### config.mk
export PLATFORM = sky130hd
export DESIGN_NAME = code_lock_ctrl
export DESIGN_NICKNAME = d
export VERILOG_FILES = /design/src/rtl/code_lock_pkg.sv /design/src/rtl/code_lock_ctrl_key_decoder.sv /design/src/rtl/code_lock_ctrl.sv
export SDC_FILE = /design/constraint.sdc
export NUM_CORES = 1
export LEC_CHECK = 0
export ABC_AREA = 0
export CELL_PAD_IN_SITES_DETAIL_PLACEMENT = 0
export CELL_PAD_IN_SITES_GLOBAL_PLACEMENT = 2
export CORE_ASPECT_RATIO = 0.6
export CORE_MARGIN = 5
export CORE_UTILIZATION = 39
export DETAILED_ROUTE_END_ITERATION = 7
export PLACE_DENSITY_LB_ADDON = 0.1
export SYNTH_ARGS = -nofsm -noshare
export SYNTH_HDL_FRONTEND = slang
export SYNTH_SLANG_ARGS = --single-unit
### constraint.sdc
create_clock -name clock -period 6.6 [get_ports clock]
set_clock_uncertainty 0.1 [all_clocks]
set_input_delay 1.98 -clock clock [delete_from_list [all_inputs] [get_ports clock]]
set_output_delay 1.98 -clock clock [all_outputs]
set_load 0.01 [all_outputs]
### src/rtl/code_lock_pkg.sv
// Shared encodings for the keypad code lock: mode values, error causes and a
// one-hot-low to index helper.
package code_lock_pkg;

    localparam logic [2:0] MODE_UNLOCKED = 3'd0;
    localparam logic [2:0] MODE_SET      = 3'd1;
    localparam logic [2:0] MODE_CONFIRM  = 3'd2;
    localparam logic [2:0] MODE_LOCKED   = 3'd3;
    localparam logic [2:0] MODE_LOCKOUT  = 3'd4;

    localparam logic [2:0] ERR_NONE             = 3'd0;
    localparam logic [2:0] ERR_MULTI_KEY        = 3'd1;
    localparam logic [2:0] ERR_CONFIRM_MISMATCH = 3'd2;
    localparam logic [2:0] ERR_WRONG_CODE       = 3'd3;
    localparam logic [2:0] ERR_TIMEOUT          = 3'd4;
    localparam logic [2:0] ERR_LOCKOUT          = 3'd5;

    // Index of the lowest set bit; callers only pass one-hot vectors.
    function automatic logic [3:0] low_index(input logic [15:0] v);
        logic [3:0] r;
        r = '0;
        for (int i = 15; i >= 0; i--)
            if (v[i]) r = 4'(i);
        return r;
    endfunction

endpackage

### src/rtl/code_lock_ctrl_key_decoder.sv
// Keypad front end: turns active-low key lines into single-press and
// multi-key events, with release tracking that can be suppressed.
module key_decoder
    import code_lock_pkg::*;
#(
    parameter int NUM_KEYS = 4,
    parameter int DIGIT_W  = 2
) (
    input  logic                clock,
    input  logic                reset,
    input  logic [NUM_KEYS-1:0] key,
    input  logic                ignore,
    output logic                press,
    output logic                multi,
    output logic [DIGIT_W-1:0]  index
);

    logic [NUM_KEYS-1:0] low;
    logic                idle, one_low, many_low;
    logic                prev_idle, prev_multi, armed;

    assign low      = ~key;
    assign idle     = (low == '0);
    assign one_low  = ($countones(low) == 1);
    assign many_low = ($countones(low) > 1);

    // armed drops while ignored, so a key held across that window never counts.
    assign press = armed && prev_idle && one_low && !ignore;
    assign multi = armed && many_low && !prev_multi && !ignore;
    assign index = DIGIT_W'(low_index(16'(low)));

    always_ff @(posedge clock) begin
        if (!reset) begin
            prev_idle  <= 1'b0;
            prev_multi <= 1'b0;
            armed      <= 1'b0;
        end else begin
            prev_idle  <= idle;
            prev_multi <= many_low;
            armed      <= !ignore && (armed || idle);
        end
    end

endmodule

### src/rtl/code_lock_ctrl.sv
// Keypad code lock: set and confirm a code, lock, unlock with the code, and
// lock out the keypad after repeated failed attempts.
module code_lock_ctrl
    import code_lock_pkg::*;
#(
    parameter int NUM_DIGITS     = 4,
    parameter int NUM_KEYS       = 4,
    parameter int MAX_ATTEMPTS   = 3,
    parameter int TIMEOUT_CYCLES = 1000,
    parameter int LOCKOUT_CYCLES = 5000,
    localparam int DIGIT_W       = $clog2(NUM_KEYS)
) (
    input  logic                clock,
    input  logic                reset,
    input  logic [NUM_KEYS-1:0] key,
    output logic                lock,
    output logic [2:0]          mode,
    output logic [3:0]          digit_count,
    output logic                digit_valid,
    output logic [DIGIT_W-1:0]  digit_value,
    output logic                error,
    output logic [2:0]          err_code,
    output logic [3:0]          fail_count
);

    localparam int IW = (NUM_DIGITS > 1) ? $clog2(NUM_DIGITS) : 1;
    localparam int TW = $clog2(TIMEOUT_CYCLES + 1);
    localparam int LW = $clog2(LOCKOUT_CYCLES + 1);

    logic [NUM_DIGITS-1:0][DIGIT_W-1:0] code;
    logic [IW-1:0]      cnt;
    logic [TW-1:0]      idle_tmr;
    logic [LW-1:0]      lock_tmr;
    logic               bad;
    logic               press, multi;
    logic [DIGIT_W-1:0] idx;
    logic               hit, last_digit, timeout, final_fail;

    key_decoder #(.NUM_KEYS(NUM_KEYS), .DIGIT_W(DIGIT_W)) u_dec (
        .clock  (clock),
        .reset  (reset),
        .key    (key),
        .ignore (mode == MODE_LOCKOUT),
        .press  (press),
        .multi  (multi),
        .index  (idx)
    );

    assign lock        = (mode == MODE_LOCKED) || (mode == MODE_LOCKOUT);
    assign digit_count = 4'(cnt);
    assign hit         = (code[cnt] == idx);
    assign last_digit  = (cnt == IW'(NUM_DIGITS - 1));
    assign timeout     = (cnt != '0) && (idle_tmr == TW'(TIMEOUT_CYCLES));
    assign final_fail  = (fail_count == 4'(MAX_ATTEMPTS - 1));

    always_ff @(posedge clock) begin
        if (!reset) begin
            mode        <= MODE_UNLOCKED;
            code        <= '0;
            cnt         <= '0;
            idle_tmr    <= '0;
            lock_tmr    <= '0;
            bad         <= 1'b0;
            fail_count  <= '0;
            digit_valid <= 1'b0;
            digit_value <= '0;
            error       <= 1'b0;
            err_code    <= ERR_NONE;
        end else begin
            digit_valid <= 1'b0;
            error       <= 1'b0;
            if (mode == MODE_LOCKOUT) begin
                if (lock_tmr == LW'(LOCKOUT_CYCLES - 1)) begin
                    mode       <= MODE_LOCKED;
                    fail_count <= '0;
                    lock_tmr   <= '0;
                end else begin
                    lock_tmr <= lock_tmr + LW'(1);
                end
            end else if (timeout) begin
                error    <= 1'b1;
                err_code <= ERR_TIMEOUT;
                cnt      <= '0;
                bad      <= 1'b0;
                idle_tmr <= '0;
                if (mode != MODE_LOCKED) mode <= MODE_UNLOCKED;
            end else if (multi) begin
                // A chorded press is a wrong digit: it aborts entry and costs an attempt.
                error    <= 1'b1;
                err_code <= ERR_MULTI_KEY;
                cnt      <= '0;
                bad      <= 1'b0;
                idle_tmr <= '0;
                if (mode == MODE_LOCKED) begin
                    fail_count <= fail_count + 4'd1;
                    if (final_fail) begin
                        mode     <= MODE_LOCKOUT;
                        err_code <= ERR_LOCKOUT;
                        lock_tmr <= '0;
                    end
                end else if (mode != MODE_UNLOCKED) begin
                    mode <= MODE_UNLOCKED;
                    code <= '0;
                end
            end else if (press) begin
                digit_valid <= 1'b1;
                digit_value <= idx;
                idle_tmr    <= '0;
                case (mode)
                    MODE_UNLOCKED, MODE_SET: begin
                        code[cnt] <= idx;
                        cnt       <= last_digit ? '0 : cnt + IW'(1);
                        mode      <= last_digit ? MODE_CONFIRM : MODE_SET;
                    end
                    MODE_CONFIRM: begin
                        if (!hit) begin
                            error    <= 1'b1;
                            err_code <= ERR_CONFIRM_MISMATCH;
                            code     <= '0;
                            cnt      <= '0;
                            mode     <= MODE_UNLOCKED;
                        end else if (last_digit) begin
                            cnt  <= '0;
                            mode <= MODE_LOCKED;
                        end else begin
                            cnt <= cnt + IW'(1);
                        end
                    end
                    MODE_LOCKED: begin
                        // Mismatches are remembered and only judged once the full code is in.
                        if (!last_digit) begin
                            cnt <= cnt + IW'(1);
                            bad <= bad || !hit;
                        end else begin
                            cnt <= '0;
                            bad <= 1'b0;
                            if (!bad && hit) begin
                                mode       <= MODE_UNLOCKED;
                                fail_count <= '0;
                            end else begin
                                error      <= 1'b1;
                                fail_count <= fail_count + 4'd1;
                                if (final_fail) begin
                                    mode     <= MODE_LOCKOUT;
                                    err_code <= ERR_LOCKOUT;
                                    lock_tmr <= '0;
                                end else begin
                                    err_code <= ERR_WRONG_CODE;
                                end
                            end
                        end
                    end
                    default: ;
                endcase
            end else if (cnt != '0) begin
                idle_tmr <= idle_tmr + TW'(1);
            end
        end
    end

endmodule

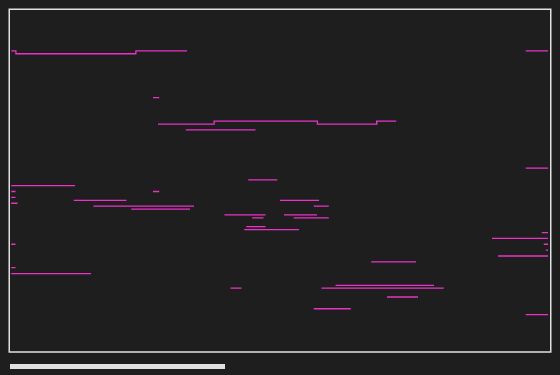
(run_1/met3.png)
Bar = 50 um.
The layer holds 4.8% of the routed length. The wires run mostly horizontal. The longest straight run is 28.1 um.

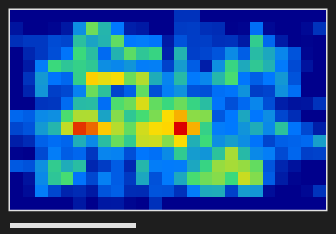
(run_1/wire_density.png)
Bar = 50 um. The die is cut into 25 by 16 equal tiles; dark blue is low, red is high, scaled to the fullest tile. Values are wire area over tile area, all layers added.
The mean over all tiles is 0.13. The emptiest ninth of the die: top right. 21% of the tiles are nearly empty.

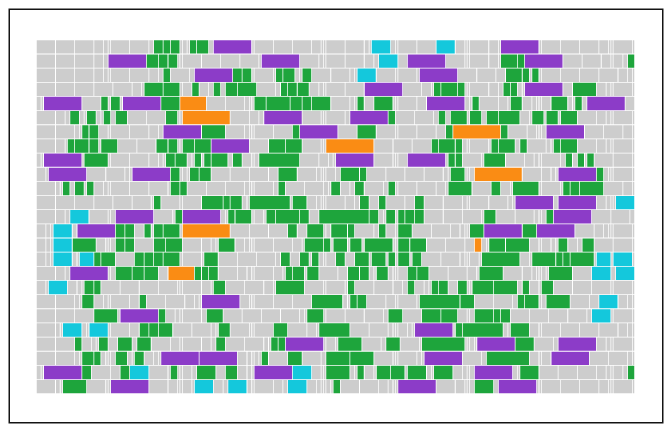
(run_1/cell_classes.png)
Fill, decap, tap and diode cells in grey.
Key: clock drivers and dummy loads = orange [cells 8, share of their area 4.5%]; all other logic = green [cells 293, share of their area 59%]; other buffers and delay cells = cyan [cells 24, share of their area 6.8%]; flip-flops = purple [cells 51, share of their area 30%]
flop share of the area: 0.285
Final Core Density: 0.457

## run 1: routing by layer
metal / wire length, um / GRT usage / vias up / part of all wire
li1: - / - / 1352 / -
met1: 4590 / 0.264 / 1305 / 0.57
met2: 3030 / 0.221 / 58 / 0.38
met3: 382 / 0.0450 / 5 / 0.048
met4: 40 / 0.0422 / 0 / 0.0050
met5: 0 / 0 / - / 0
## run 1: power groups by stage
| stage | Clock, mW | Combinational, mW | Sequential, mW |
|---|---|---|---|
| 5_1_grt | 0.302 | 0.0515 | 0.310 |
| 2_1_floorplan | 0 | 0.0333 | 0.317 |
| 4_1_cts | 0.282 | 0.0470 | 0.310 |
| 6_report | 0.274 | 0.0469 | 0.310 |
| 3_5_place_dp | 0 | 0.0466 | 0.317 |
| 3_3_place_gp | 0 | 0.0466 | 0.317 |
==> flow_metrics.tcl, run 1 <==
# place-and-route summary
set metrics [dict create \
    outcome "finished clean" \
    slew_headroom 0.352 \
    antenna_found_initial 0 \
    period_minus_slack_ns 5.35 \
    num-nonclk-buffers 24 \
    xor_area_frac 0.0362 \
    n_all_inverters 15 \
    largest_register "lock_tmr" \
    logic_gates 278 \
    crit_path_start "key[0]" \
    crit_cells 11 \
    p_per_area_nw_per_um2 177 \
    setup_violations 0 \
    first_pass_iters 4 \
    cts_sinks 51 \
    top_cell "dfxtp_1" \
    cts_root_buf "clkbuf_16" \
    cts_tree "built" \
    cpMostUsedCell "ha_1" \
    total_power_mw 0.631 \
    critPathRequiredTime_ns 6.66 \
    max_stage_delay_ns 0.92 \
    dpl_worst_slack_ns 0.895 \
    layout_top_cell "dfxtp_1" \
    comb_area_um2 1970 \
    via_per_inst 5.62 \
    mux_area_frac 0.0338 \
    cts-buffers-inserted 5 \
    synthTopLogicFamily "simple AND/OR/NAND/NOR gates" \
    setup.worst_path.class "input port to flip-flop" \
    core.rowCount 25 \
    p_leak_nw 1.25 \
    fp_util 0.398 \
    most-common-layout-cells "51 x dfxtp_1, 40 x nor2_1, 29 x nand2_1, 24 x o21ai_0, 22 x clkdlybuf4s50_1" \
    maxCapViolCount 0 \
    worstPathArrival_ns 5.40 \
    drv_slew 0 \
    ys_area_um2 3110 \
    edf_count 0 \
    switchingPower_mw 0.143 \
    synth_cell_types 68 \
    setup_ws_ns 1.25 \
]
--- run 2 (diff from run 1) ---
- CORE_UTILIZATION: 39 -> 32
- clock period: 6.6 -> 4.8 ns (I/O delays scaled with it)
==> flow_metrics.tcl, run 2 <==
# place-and-route summary
set metrics [dict create \
    outcome "finished clean" \
    met3_length_um 558 \
    total_power_mw 0.856 \
    setup_violations 0 \
    m1WireLength_um 5110 \
    first_pass_iters 5 \
    synth_cell_types 68 \
    ys_area_um2 3110 \
    p_per_area_nw_per_um2 229 \
    crit_cells 11 \
    cts_sinks 51 \
    comb_area_um2 1970 \
    critPathRequiredTime_ns 4.92 \
    grtUsageMet2 0.190 \
    top_layer_used "met4" \
    max_stage_delay_ns 0.52 \
    dpl_worst_slack_ns 0.0438 \
    crit_path_start "key[0]" \
    met3_usage 0.0383 \
    cts-buffers-inserted 5 \
    synthTopLogicFamily "simple AND/OR/NAND/NOR gates" \
    cpMostUsedCell "ha_1" \
    layout_top_cell "dfxtp_1" \
    mux_area_frac 0.0338 \
    slew_headroom 0.308 \
    maxCapViolCount 0 \
    drv_slew 0 \
]
==> run 2: cell counts after synthesis <==
Identical to the previous run, type by type.
==> run 2: cell type report <==
| cell class | count | area share |
|---|---|---|
| Tap cell | 130 | 0.0435 |
| Timing Repair Buffer | 44 | 0.103 |
| Clock inverter | 2 | 0.00335 |
| Sequential cell | 51 | 0.273 |
| Inverter | 15 | 0.0151 |
| Multi-Input combinational cell | 278 | 0.528 |
| Clock buffer | 6 | 0.0345 |
==> run 2: through the flow <==
stage               instances   util
global route              526  0.401
floorplan                 359      -
CTS                       526  0.401
global placement          518  0.386
finish                    526  0.401
detailed placement        518  0.386
==> run 2: where the power goes <==
part	switching [mW]	total, mW	internal [mW]
Sequential	0.00110	0.426	0.425
Clock	0.165	0.358	0.193
Combinational	0.0433	0.0720	0.0286
Total	0.209	0.856	0.647
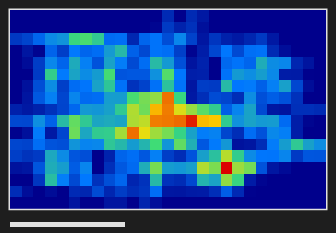
(run_2/wire_density.png)
Bar = 50 um. The die is cut into 27 by 17 equal tiles; dark blue is low, red is high, scaled to the fullest tile. Values are wire area over tile area, all layers added.
The emptiest ninth of the die: top right. 8.5% of the tiles are over half the peak. 26% of the tiles are nearly empty.

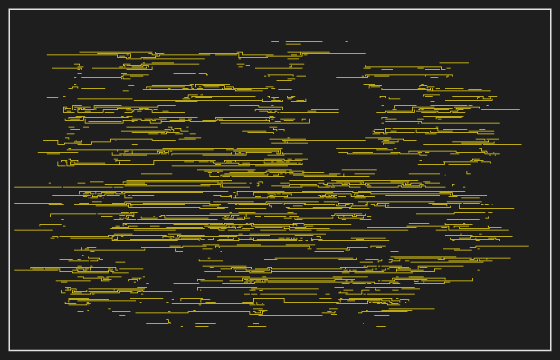
(run_2/met1.png)
The wires run mostly horizontal. The layer holds 58% of the routed length. 380 nets have wire on it. The layer carries 5,110 um of wire.
vias post-DR: 2,815
WL final: 8760 um
met1 GRT Util: 0.257

Power figures rest on the tool's default switching activity, not on a simulated workload.
